**config.mk**
```make
export PLATFORM = sky130hd
export DESIGN_NAME = mc_controller
export DESIGN_NICKNAME = d
export VERILOG_FILES = /design/src/rtl/definitions_pkg.sv /design/src/rtl/alu_decoder.sv /design/src/rtl/mc_controller.sv
export SDC_FILE = /design/constraint.sdc
export NUM_CORES = 1
export LEC_CHECK = 0
export ABC_AREA = 1
export CORE_UTILIZATION = 40
export DETAILED_ROUTE_END_ITERATION = 8
export PLACE_DENSITY = 0.91
export SKIP_LAST_GASP = 1
export SYNTH_ARGS = -nofsm -noshare
export SYNTH_HDL_FRONTEND = slang
export SYNTH_SLANG_ARGS = --single-unit
```
**constraint.sdc**
```tcl
create_clock -name clk_i -period 3.34 [get_ports clk_i]
set_clock_uncertainty 0.15 [all_clocks]
set_input_delay 0.668 -clock clk_i [delete_from_list [all_inputs] [get_ports clk_i]]
set_output_delay 0.668 -clock clk_i [all_outputs]
set_load 0.01 [all_outputs]
```
**src/rtl/definitions_pkg.sv**
```systemverilog
// Shared types for the multicycle RISC-V controller: opcodes, ALU operations,
// immediate formats, controller states and ALU-op classes.
package definitions_pkg;

    typedef enum logic [6:0] {
        OPC_LOAD      = 7'b0000011,
        OPC_MISC_MEM  = 7'b0001111,
        OPC_OP_IMM    = 7'b0010011,
        OPC_AUIPC     = 7'b0010111,
        OPC_OP_IMM_32 = 7'b0011011,
        OPC_STORE     = 7'b0100011,
        OPC_OP        = 7'b0110011,
        OPC_LUI       = 7'b0110111,
        OPC_OP_32     = 7'b0111011,
        OPC_BRANCH    = 7'b1100011,
        OPC_JALR      = 7'b1100111,
        OPC_JAL       = 7'b1101111,
        OPC_SYSTEM    = 7'b1110011
    } opcode_e;

    typedef enum logic [3:0] {
        ALU_ADD, ALU_SUB, ALU_SLL, ALU_SLT, ALU_SLTU, ALU_XOR, ALU_SRL,
        ALU_SRA, ALU_OR, ALU_AND, ALU_PASS_B, ALU_SH1ADD, ALU_SH2ADD, ALU_SH3ADD
    } alu_e;

    typedef enum logic [2:0] {IMM_I, IMM_S, IMM_B, IMM_U, IMM_J} imm_src_e;

    typedef enum logic [3:0] {
        S_FETCH, S_DECODE, S_MEM_ADR, S_MEM_READ, S_MEM_WB, S_MEM_WRITE, S_EXEC_R,
        S_EXEC_I, S_ALU_WB, S_BRANCH, S_JAL, S_JALR, S_UPPER, S_TRAP
    } mc_state_e;

    // ALU-op classes chosen by the FSM; alu_decoder refines them with funct bits.
    typedef enum logic [1:0] {ALUOP_ADD, ALUOP_BRANCH, ALUOP_FUNCT, ALUOP_PASS_B} alu_op_e;

endpackage

```
**src/rtl/alu_decoder.sv**
```systemverilog
// Turns an ALU-op class plus funct3/funct7 bits into a concrete ALU operation.
// Zba shift-add encodings collapse to add when the extension is disabled.
module alu_decoder
    import definitions_pkg::*;
#(
    parameter int ZBA = 0
) (
    input  alu_op_e    alu_op_i,
    input  logic [2:0] funct3_i,
    input  logic       funct7_5_i,
    input  logic       funct7_4_i,
    input  logic       funct7_2_i,
    input  logic       op_5_i,
    output alu_e       alu_control_o
);

    logic is_zba;

    // funct7 = 0010000 with funct3 = 010/100/110 on a register-register op.
    assign is_zba = op_5_i && funct7_4_i && !funct7_5_i && !funct7_2_i &&
                    !funct3_i[0] && (funct3_i[2:1] != 2'b00);

    always_comb begin
        // NOTE: default assigned first so every path drives the output and no latch is inferred.
        alu_control_o = ALU_ADD;
        case (alu_op_i)
            ALUOP_ADD:    alu_control_o = ALU_ADD;
            ALUOP_PASS_B: alu_control_o = ALU_PASS_B;
            ALUOP_BRANCH: begin
                case (funct3_i[2:1])
                    2'b10:   alu_control_o = ALU_SLT;
                    2'b11:   alu_control_o = ALU_SLTU;
                    default: alu_control_o = ALU_SUB;
                endcase
            end
            ALUOP_FUNCT: begin
                if (is_zba) begin
                    if (ZBA != 0) begin
                        case (funct3_i[2:1])
                            2'b01:   alu_control_o = ALU_SH1ADD;
                            2'b10:   alu_control_o = ALU_SH2ADD;
                            default: alu_control_o = ALU_SH3ADD;
                        endcase
                    end
                end else begin
                    case (funct3_i)
                        3'b000:  alu_control_o = (op_5_i && funct7_5_i) ? ALU_SUB : ALU_ADD;
                        3'b001:  alu_control_o = ALU_SLL;
                        3'b010:  alu_control_o = ALU_SLT;
                        3'b011:  alu_control_o = ALU_SLTU;
                        3'b100:  alu_control_o = ALU_XOR;
                        3'b101:  alu_control_o = funct7_5_i ? ALU_SRA : ALU_SRL;
                        3'b110:  alu_control_o = ALU_OR;
                        default: alu_control_o = ALU_AND;
                    endcase
                end
            end
            default: alu_control_o = ALU_ADD;
        endcase
    end

endmodule

```
**src/rtl/mc_controller.sv**
```systemverilog
// Multicycle RISC-V control unit: Moore FSM sequencing fetch, decode, memory,
// execute and write-back steps, with a sticky illegal-opcode trap.
module mc_controller
    import definitions_pkg::*;
#(
    parameter int XLEN = 32,
    parameter int ZBA  = 0
) (
    input  logic       clk_i,
    input  logic       rst_ni,
    input  opcode_e    op_i,
    input  logic [2:0] funct3_i,
    input  logic       funct7_5_i,
    input  logic       funct7_4_i,
    input  logic       funct7_2_i,
    input  logic       zero_i,
    input  logic       less_than_i,
    input  logic       mem_ready_i,
    output logic       mem_req_o,
    output logic       mem_write_o,
    output logic       adr_src_o,
    output logic       ir_write_o,
    output logic       pc_write_o,
    output logic       reg_write_o,
    output logic [1:0] alu_src_a_o,
    output logic [1:0] alu_src_b_o,
    output logic [1:0] result_src_o,
    output imm_src_e   imm_src_o,
    output alu_e       alu_control_o,
    output logic       data_memory_sign_o,
    output logic [1:0] data_memory_size_o,
    output logic       word_32_o,
    output logic       illegal_o
);

    localparam bit Rv64 = (XLEN == 64);

    mc_state_e state_q, state_d;
    logic      illegal_q, illegal_d;
    alu_op_e   alu_op;
    logic      mem_req, mem_write, ir_write, pc_write, reg_write;
    logic      is_w_op, branch_taken;

    assign is_w_op = Rv64 && ((op_i == OPC_OP_32) || (op_i == OPC_OP_IMM_32));

    always_comb begin
        case (funct3_i)
            3'b000:         branch_taken = zero_i;
            3'b001:         branch_taken = !zero_i;
            3'b100, 3'b110: branch_taken = less_than_i;
            3'b101, 3'b111: branch_taken = !less_than_i;
            default:        branch_taken = 1'b0;
        endcase
    end

    always_ff @(posedge clk_i or negedge rst_ni) begin
        if (!rst_ni) begin
            state_q   <= S_FETCH;
            illegal_q <= 1'b0;
        end else begin
            // NOTE: non-blocking so every register samples pre-edge values regardless of statement order.
            state_q   <= state_d;
            illegal_q <= illegal_d;
        end
    end

    assign illegal_d = illegal_q || (state_d == S_TRAP);

    always_comb begin
        state_d      = state_q;
        mem_req      = 1'b0;
        mem_write    = 1'b0;
        ir_write     = 1'b0;
        pc_write     = 1'b0;
        reg_write    = 1'b0;
        adr_src_o    = 1'b0;
        alu_src_a_o  = 2'b00;
        alu_src_b_o  = 2'b00;
        result_src_o = 2'b00;
        imm_src_o    = IMM_I;
        alu_op       = ALUOP_ADD;
        word_32_o    = 1'b0;
        case (state_q)
            S_FETCH: begin
                mem_req      = 1'b1;
                alu_src_b_o  = 2'b10;
                result_src_o = 2'b10;
                if (mem_ready_i) begin
                    ir_write = 1'b1;
                    pc_write = 1'b1;
                    state_d  = S_DECODE;
                end
            end
            S_DECODE: begin
                alu_src_a_o = 2'b01;
                alu_src_b_o = 2'b01;
                imm_src_o   = IMM_B;
                case (op_i)
                    OPC_LOAD, OPC_STORE: state_d = S_MEM_ADR;
                    OPC_OP:              state_d = S_EXEC_R;
                    OPC_OP_32:           state_d = Rv64 ? S_EXEC_R : S_TRAP;
                    OPC_OP_IMM:          state_d = S_EXEC_I;
                    OPC_OP_IMM_32:       state_d = Rv64 ? S_EXEC_I : S_TRAP;
                    OPC_BRANCH:          state_d = S_BRANCH;
                    OPC_JAL:             state_d = S_JAL;
                    OPC_JALR:            state_d = S_JALR;
                    OPC_LUI, OPC_AUIPC:  state_d = S_UPPER;
                    default:             state_d = S_TRAP;
                endcase
            end
            S_MEM_ADR: begin
                alu_src_a_o = 2'b10;
                alu_src_b_o = 2'b01;
                imm_src_o   = (op_i == OPC_STORE) ? IMM_S : IMM_I;
                state_d     = (op_i == OPC_STORE) ? S_MEM_WRITE : S_MEM_READ;
            end
            S_MEM_READ: begin
                mem_req   = 1'b1;
                adr_src_o = 1'b1;
                if (mem_ready_i) state_d = S_MEM_WB;
            end
            S_MEM_WRITE: begin
                mem_req   = 1'b1;
                mem_write = 1'b1;
                adr_src_o = 1'b1;
                if (mem_ready_i) state_d = S_FETCH;
            end
            S_MEM_WB: begin
                reg_write    = 1'b1;
                result_src_o = 2'b01;
                state_d      = S_FETCH;
            end
            S_EXEC_R: begin
                alu_src_a_o = 2'b10;
                alu_op      = ALUOP_FUNCT;
                word_32_o   = is_w_op;
                state_d     = S_ALU_WB;
            end
            S_EXEC_I: begin
                alu_src_a_o = 2'b10;
                alu_src_b_o = 2'b01;
                alu_op      = ALUOP_FUNCT;
                word_32_o   = is_w_op;
                state_d     = S_ALU_WB;
            end
            S_ALU_WB: begin
                reg_write = 1'b1;
                word_32_o = is_w_op;
                state_d   = S_FETCH;
            end
            S_BRANCH: begin
                alu_src_a_o = 2'b10;
                alu_op      = ALUOP_BRANCH;
                pc_write    = branch_taken;
                state_d     = S_FETCH;
            end
            S_JAL: begin
                // PC takes the target held in ALU-out while the ALU forms old PC + 4 for rd.
                alu_src_a_o = 2'b01;
                alu_src_b_o = 2'b10;
                pc_write    = 1'b1;
                state_d     = S_ALU_WB;
            end
            S_JALR: begin
                alu_src_a_o  = 2'b10;
                alu_src_b_o  = 2'b01;
                result_src_o = 2'b10;
                pc_write     = 1'b1;
                state_d      = S_ALU_WB;
            end
            S_UPPER: begin
                alu_src_a_o = 2'b01;
                alu_src_b_o = 2'b01;
                imm_src_o   = IMM_U;
                alu_op      = (op_i == OPC_LUI) ? ALUOP_PASS_B : ALUOP_ADD;
                state_d     = S_ALU_WB;
            end
            S_TRAP:  state_d = S_TRAP;
            default: state_d = S_FETCH;
        endcase
    end

    // Enables are gated by reset so an open access is abandoned the moment rst_ni falls.
    assign mem_req_o   = mem_req && rst_ni;
    assign mem_write_o = mem_write && rst_ni;
    assign ir_write_o  = ir_write && rst_ni;
    assign pc_write_o  = pc_write && rst_ni;
    assign reg_write_o = reg_write && rst_ni;
    assign illegal_o   = illegal_q;

    assign data_memory_sign_o = funct3_i[2];
    assign data_memory_size_o = funct3_i[1:0];

    alu_decoder #(.ZBA(ZBA)) u_alu_decoder (
        .alu_op_i      (alu_op),
        .funct3_i      (funct3_i),
        .funct7_5_i    (funct7_5_i),
        .funct7_4_i    (funct7_4_i),
        .funct7_2_i    (funct7_2_i),
        .op_5_i        (op_i[5]),
        .alu_control_o (alu_control_o)
    );

endmodule

```
==> reports/metrics.csv, run 1 <==
stage;metric;value;unit
global_route;gr-usage-met1;24.5;%
global_route;grt_pass1_wl;3460;um
finish;largest_cell_class;multi-input combinational cells;
run_status;status;complete, no violations;
critical_path;crit_path_end;alu_control_o[2];
detailed_routing;ant_nets;0;
logic_synthesis;flop_cell;dfrtp_1;
logic_synthesis;ys_sh_aoi;15.8;%
logic_synthesis;ys_seq_share;14.7;%
global_route;busiest_layer;met2;
pwr;switching_share;47.0;%
cts;post-cts-setup-buffers;0;
pwr;p_sw;307;uW
critical_path;rrSetupSlack;1810;ps
critical_path;critPathLaunch;funct3_i[1];
finish;register_area;125;um2
pwr;power;653;uW
logic_synthesis;topCellsByArea;dfrtp_1 15%, nand2_1 12%, nor2_1 8.8%;
run;drv_cap;0;
critical_path;slowest_delay;590;ps
logic_synthesis;mux_share;0;%
finish;sh_comb_area;45.8;%
place;dp.cells;208;
worst_hold_path;holdPathEnd;illegal_o$_DFF_PN0_;
pwr;p_seq;106;uW
pwr;power_leader;combinational cells;
detailed_routing;route.detailed.drc;0;
global_route;grt_pass1_vias;894;
floorplanning;tapCellCount;27;
global_route;antenna_found_initial;0;
pwr;pg_comb;481;uW
pwr;vdd_drop_max;336;uV
finish;final_cells;212;
place;dp.final_hpwl;1940;um
logic_synthesis;top_area_cell;dfrtp_1;
critical_path;endpoint_kind;primary output;
global_route;grt_remaining_overflow;0;
critical_path;critPathKind;input pin to primary output;
finish;buffer_area_share;32.2;%
detailed_routing;wl_per_cell;10.8;um
logic_synthesis;yosys.area_share.simple;51.5;%
cts;clkTransAtPathRegs;40;ps
logic_synthesis;top_cell;nand2_1;
cts;numCtsBuffers;3;
timing;period_used_share;95.4;%
logic_synthesis;syn_inst;145;
pwr;p_comb_share;73.6;%
logic_synthesis;netlist_area;850;um2
finish;n_all_inverters;26;
global_route;track_usage;20.8;%
timing;fin_crit;3190;ps
timing;fmax;314;MHz
finish;n_all_buffers;41;
critical_path;crit_slowest_cell;clkdlybuf4s50_1;
timing;finalMaxSlewViolations;0;
detailed_routing;routed.top_layer;met4;
pwr;p_seq_share;16.2;%
cts;tritoncts;done;
run;tool_warnings;26;
global_route;grt_max_degree;11;
[run 1: cell usage in the layout (no fill, tap or decap), drive strengths merged]
| cell | n |
|---|---|
| nand2 | 38 |
| clkdlybuf4s50 | 36 |
| nor2 | 26 |
| inv | 25 |
| nand3 | 13 |
| nor3 | 6 |
| o21ai | 5 |
| dfrtp | 5 |
| clkbuf | 4 |
| nand4 | 3 |
| dlymetal6s2s | 3 |
| o221ai | 3 |
| o211ai | 3 |
| a21oi | 3 |
| and3 | 2 |
| conb | 2 |
| buf | 2 |
| clkinv | 1 |
| a22oi | 1 |
| o32ai | 1 |
| o31ai | 1 |
| o22ai | 1 |
| xnor2 | 1 |
[run 1: worst max-delay path, delay by kind of cell]
family	cells	cell delay, ps
buffers and inverters	3	1230
AOI/OAI and AO/OA	2	400
and+or+nand+nor	1	70
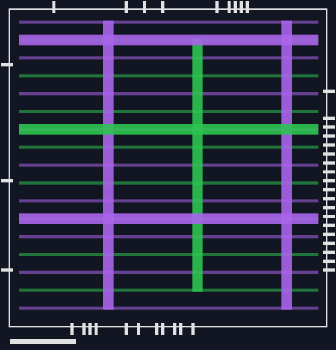
Figure 1: run 1, power grid.
The bar under the picture is 10 um long. Pins as bars on the die edge.
Purple shows VSS. Green shows VDD.
17 met1 rails follow the rows. The core has 16 rows. 3 straps on met4. 42 signal pins sit on the boundary.
Die Span Y: 48.1 um
area of the core: 1980 um2

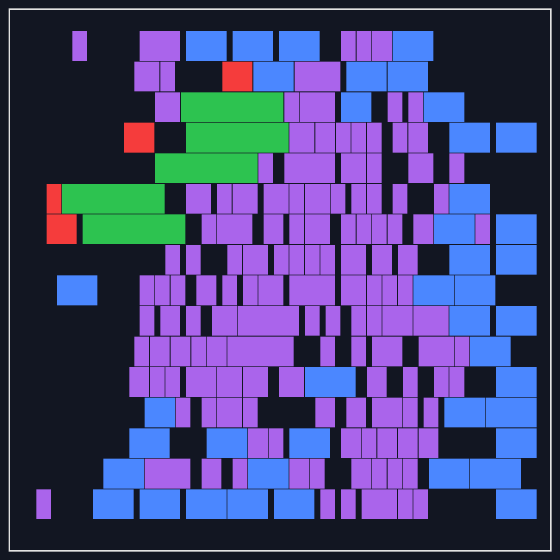
Figure 2: run 1, placed cells, one colour a class.
Blue shows other buffers and delay cells, cells 41, share of their area 33%. Green shows flip-flops, cells 5, share of their area 10%. Red shows clock drivers and dummy loads, cells 4, share of their area 2.1%. Purple shows all other logic, cells 135, share of their area 55%.
Rows: 16
fin util: 64.8%
fin area: 1280 um2
sequential share of cell area: 9.75%

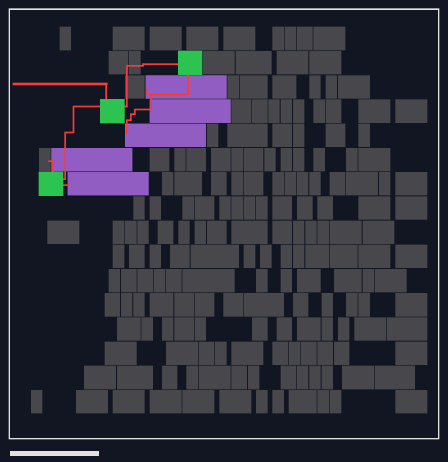
Figure 3: run 1, routed clock nets over the placement.
The bar under the picture is 10 um long.
Purple shows flip-flops, count 5. Green shows cells driving clock nets, count 3. Red shows clock wires, length 62.3 um.
There are 4 routed clock nets.
P_clk: 66.5 uW
clock latency on the worst-skew pair: 240 ps
clock share of power: 10.2%

## Run 2: what changed since run 1
--- a/config.mk
+++ b/config.mk
@@ -6,6 +6,7 @@
 export NUM_CORES = 1
 export LEC_CHECK = 0
 export ABC_AREA = 1
+export CAP_MARGIN = 20
 export CORE_UTILIZATION = 40
 export DETAILED_ROUTE_END_ITERATION = 8
 export PLACE_DENSITY = 0.91
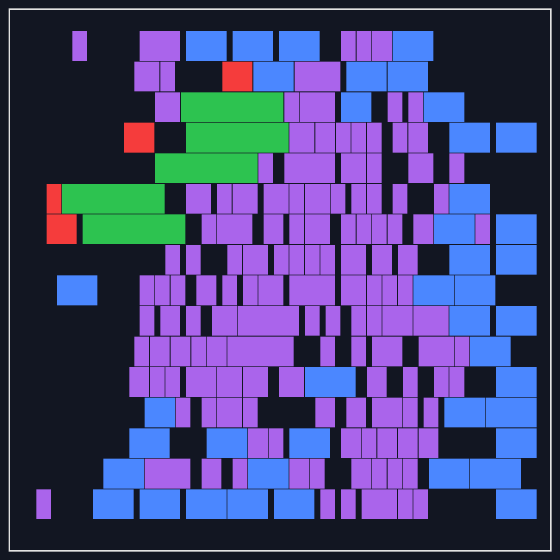
Figure 4: run 2, placed cells, one colour a class.
Purple shows all other logic, cells 135, share of their area 55%. Red shows clock drivers and dummy loads, cells 4, share of their area 2.1%. Green shows flip-flops, cells 5, share of their area 10%. Blue shows other buffers and delay cells, cells 41, share of their area 33%.

==> run 2 against run 1 <==
Net effect: global-route usage stayed put; sequential share of layout area is the same; maximum frequency unchanged; routed wire length unchanged; non-clock buffer count did not move; combinational power barely moved; register-to-register slack about the same; utilization stayed put; cell count unchanged; first-iteration DRC count did not move; critical path depth unchanged; worst setup slack is the same; critical endpoint unchanged.
==> reports/metrics.csv, run 2 <==
stage;metric;value;unit;change
run_status;status;complete, no violations;;
logic_synthesis;synthArstFlopShare;100;%;
floorplanning;ios;42;;
pwr;p_sw;307;uW;unchanged
logic_synthesis;ys_types;31;;
critical_path;slowest_delay;590;ps;about the same
timing;rsz0062_at_grt;no;;
global_route;gr-usage-met1;24.5;%;unchanged
detailed_routing;drt_pass1_iterations;4;;
finish;layout-drive-gt1-share;17.3;%;
cts;tritoncts;done;;
finish;regMostFlops;state_q;;
critical_path;cp.required;2520;ps;
detailed_routing;wl_met1;976;um;
logic_synthesis;top_area_cell;dfrtp_1;;
pwr;p_comb_share;73.6;%;about the same
logic_synthesis;top_area_share;14.7;%;
critical_path;crit_slowest_cell;clkdlybuf4s50_1;;
worst_hold_path;min_path_type;flop to flop;;
timing;fmax;314;MHz;unchanged
finish;largest_reg_flops;4;;
finish;largest_cell_class;multi-input combinational cells;;
critical_path;critPathLaunch;funct3_i[1];;
worst_hold_path;holdPathEnd;illegal_o$_DFF_PN0_;;
critical_path;cpLargestDelayFamily;buffers and inverters;;
pwr;vdd_drop_max;336;uV;unchanged
place;dpl-instance-area;1250;um2;
cts;numCtsBuffers;3;;unchanged
critical_path;rrSetupSlack;1810;ps;about the same
finish;lay_top_count;clkdlybuf4s50_1;;
logic_synthesis;top_cell;nand2_1;;
pwr;switching_share;47.0;%;unchanged
finish;n_all_buffers;41;;unchanged
pwr;pwr-share-clk;10.2;%;about the same
run;tool_warnings;26;;unchanged
global_route;antenna_found_initial;0;;unchanged
finish;seq_area_share;9.75;%;unchanged
logic_synthesis;netlist_area;850;um2;unchanged
finish;register_area;125;um2;unchanged
finish;sh_comb_area;45.8;%;unchanged
floorplanning;die_w;48.1;um;
place;dp.final_hpwl;1940;um;unchanged
pwr;p_seq_share;16.2;%;about the same
floorplanning;floorplan.core_area;1980;um2;unchanged
logic_synthesis;syn_inst;145;;unchanged
cts;clock_latency;240;ps;about the same
finish;final_area;1280;um2;unchanged
pwr;pg_comb;481;uW;about the same
global_route;grt_max_degree;11;;unchanged
finish;final_cells;212;;unchanged
finish;n_all_inverters;26;;unchanged
detailed_routing;drtIter0Drc;37;;
global_route;grt_pass1_wl;3460;um;unchanged
finish;buffer_area_share;32.2;%;unchanged
timing;fin_crit;3190;ps;unchanged
critical_path;rr_worst_depth;8;;
cts;clock-sinks;5;;
finish;postLayoutCoreUtil;64.8;%;unchanged
global_route;grt_use_met2;38.6;%;
timing;timing.final.ws_setup;155;ps;
critical_path;critical_path_buf_inv_count;3;;unchanged
place;pre_cts_ws;42.2;ps;
run;drv_cap;0;;unchanged
finish;flops;5;;
critical_path;critPathKind;input pin to primary output;;
detailed_routing;routed.top_layer;met4;;
detailed_routing;vias;1083;;
timing;finalMaxSlewViolations;0;;unchanged
floorplanning;row_count;16;;unchanged
pwr;powerClk;66.5;uW;about the same
critical_path;endpoint_kind;primary output;;
critical_path;crit_chain;clkdlybuf4s50_1, nor2_1, inv_1, o211ai_1, o32ai_1, clkdlybuf4s50_1;;
finish;antenna_cells;0;;
cts;htreeDepth;1;;
pwr;power;653;uW;unchanged
timing;period_used_share;95.4;%;unchanged
logic_synthesis;topCellsByArea;dfrtp_1 15%, nand2_1 12%, nor2_1 8.8%;;
detailed_routing;route.detailed.drc;0;;unchanged
floorplanning;tapCellCount;27;;unchanged
pwr;p_seq;106;uW;about the same
logic_synthesis;flop_cell;dfrtp_1;;
finish;layout.comb_gates.multi_input;109;;
finish;clockNetworkAreaShare;2.05;%;
critical_path;arrival;2370;ps;
global_route;grt_pass1_vias;894;;unchanged
place;dp.cells;208;;unchanged
global_route;busiest_layer;met2;;
pwr;power_leader;combinational cells;;
detailed_routing;ant_nets;0;;unchanged
global_route;track_usage;20.8;%;unchanged
finish;lay_top_cells;36 x clkdlybuf4s50_1, 28 x nand2_1, 20 x nor2_1;;
pwr;intPower;346;uW;
cts;clockBufferDepth;2;;
global_route;grt_remaining_overflow;0;;unchanged
cts;post-cts-setup-buffers;0;;unchanged
floorplanning;fp.dieH;48.1;um;unchanged
finish;final-comb-area;588;um2;
timing;fin_hold_ws;343;ps;
logic_synthesis;ys_seq_share;14.7;%;unchanged
pwr;powerDensity;509;nW/um2;
cts;clkTransAtPathRegs;40;ps;about the same
pwr;p_leak;0.609;nW;
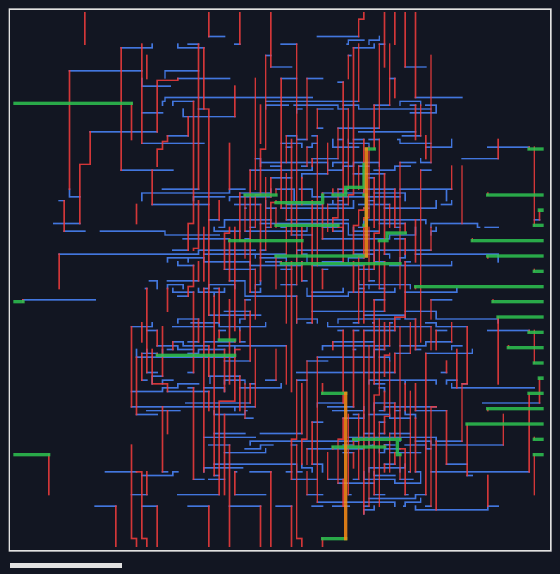
Figure 5: run 2, signal wires by layer.
The bar under the picture is 10 um long.
Blue shows met1, wire length 977 um. Red shows met2, wire length 1140 um. Green shows met3, wire length 145 um. Orange shows met4, wire length 22.4 um.
routed wire length: 2290 um
Avg WL per Cell: 10.8 um

[run 2: what timing repair did]
| item | 4_1_cts | 5_1_grt |
|---|---|---|
| endpoints found under the setup margin | 0 | 2 |
| hold buffers | 0 | 0 |
| resized | 0 | 3 |
[run 2: worst max-delay path by stage]
stage,endpoint,slack [ps],cells after the start
floorplan,alu_control_o[1],1150,4
detailed placement,alu_control_o[0],40,9
global route,imm_src_o[0],20,7
global placement,pc_write_o,130,6
CTS,alu_control_o[0],50,9
finish,alu_control_o[2],150,6
[run 2: logic make-up after synthesis]
| family | count (synthesis) | share of synthesized area [%] |
|---|---|---|
| xor+xnor | 1 | 1.03 |
| compound gates | 18 | 15.8 |
| flops | 5 | 14.7 |
| simple gates | 88 | 51.5 |
| other cells | 1 | 0.441 |
| buf+inv | 32 | 16.5 |
Power figures rest on the tool's default switching activity, not on a simulated workload.
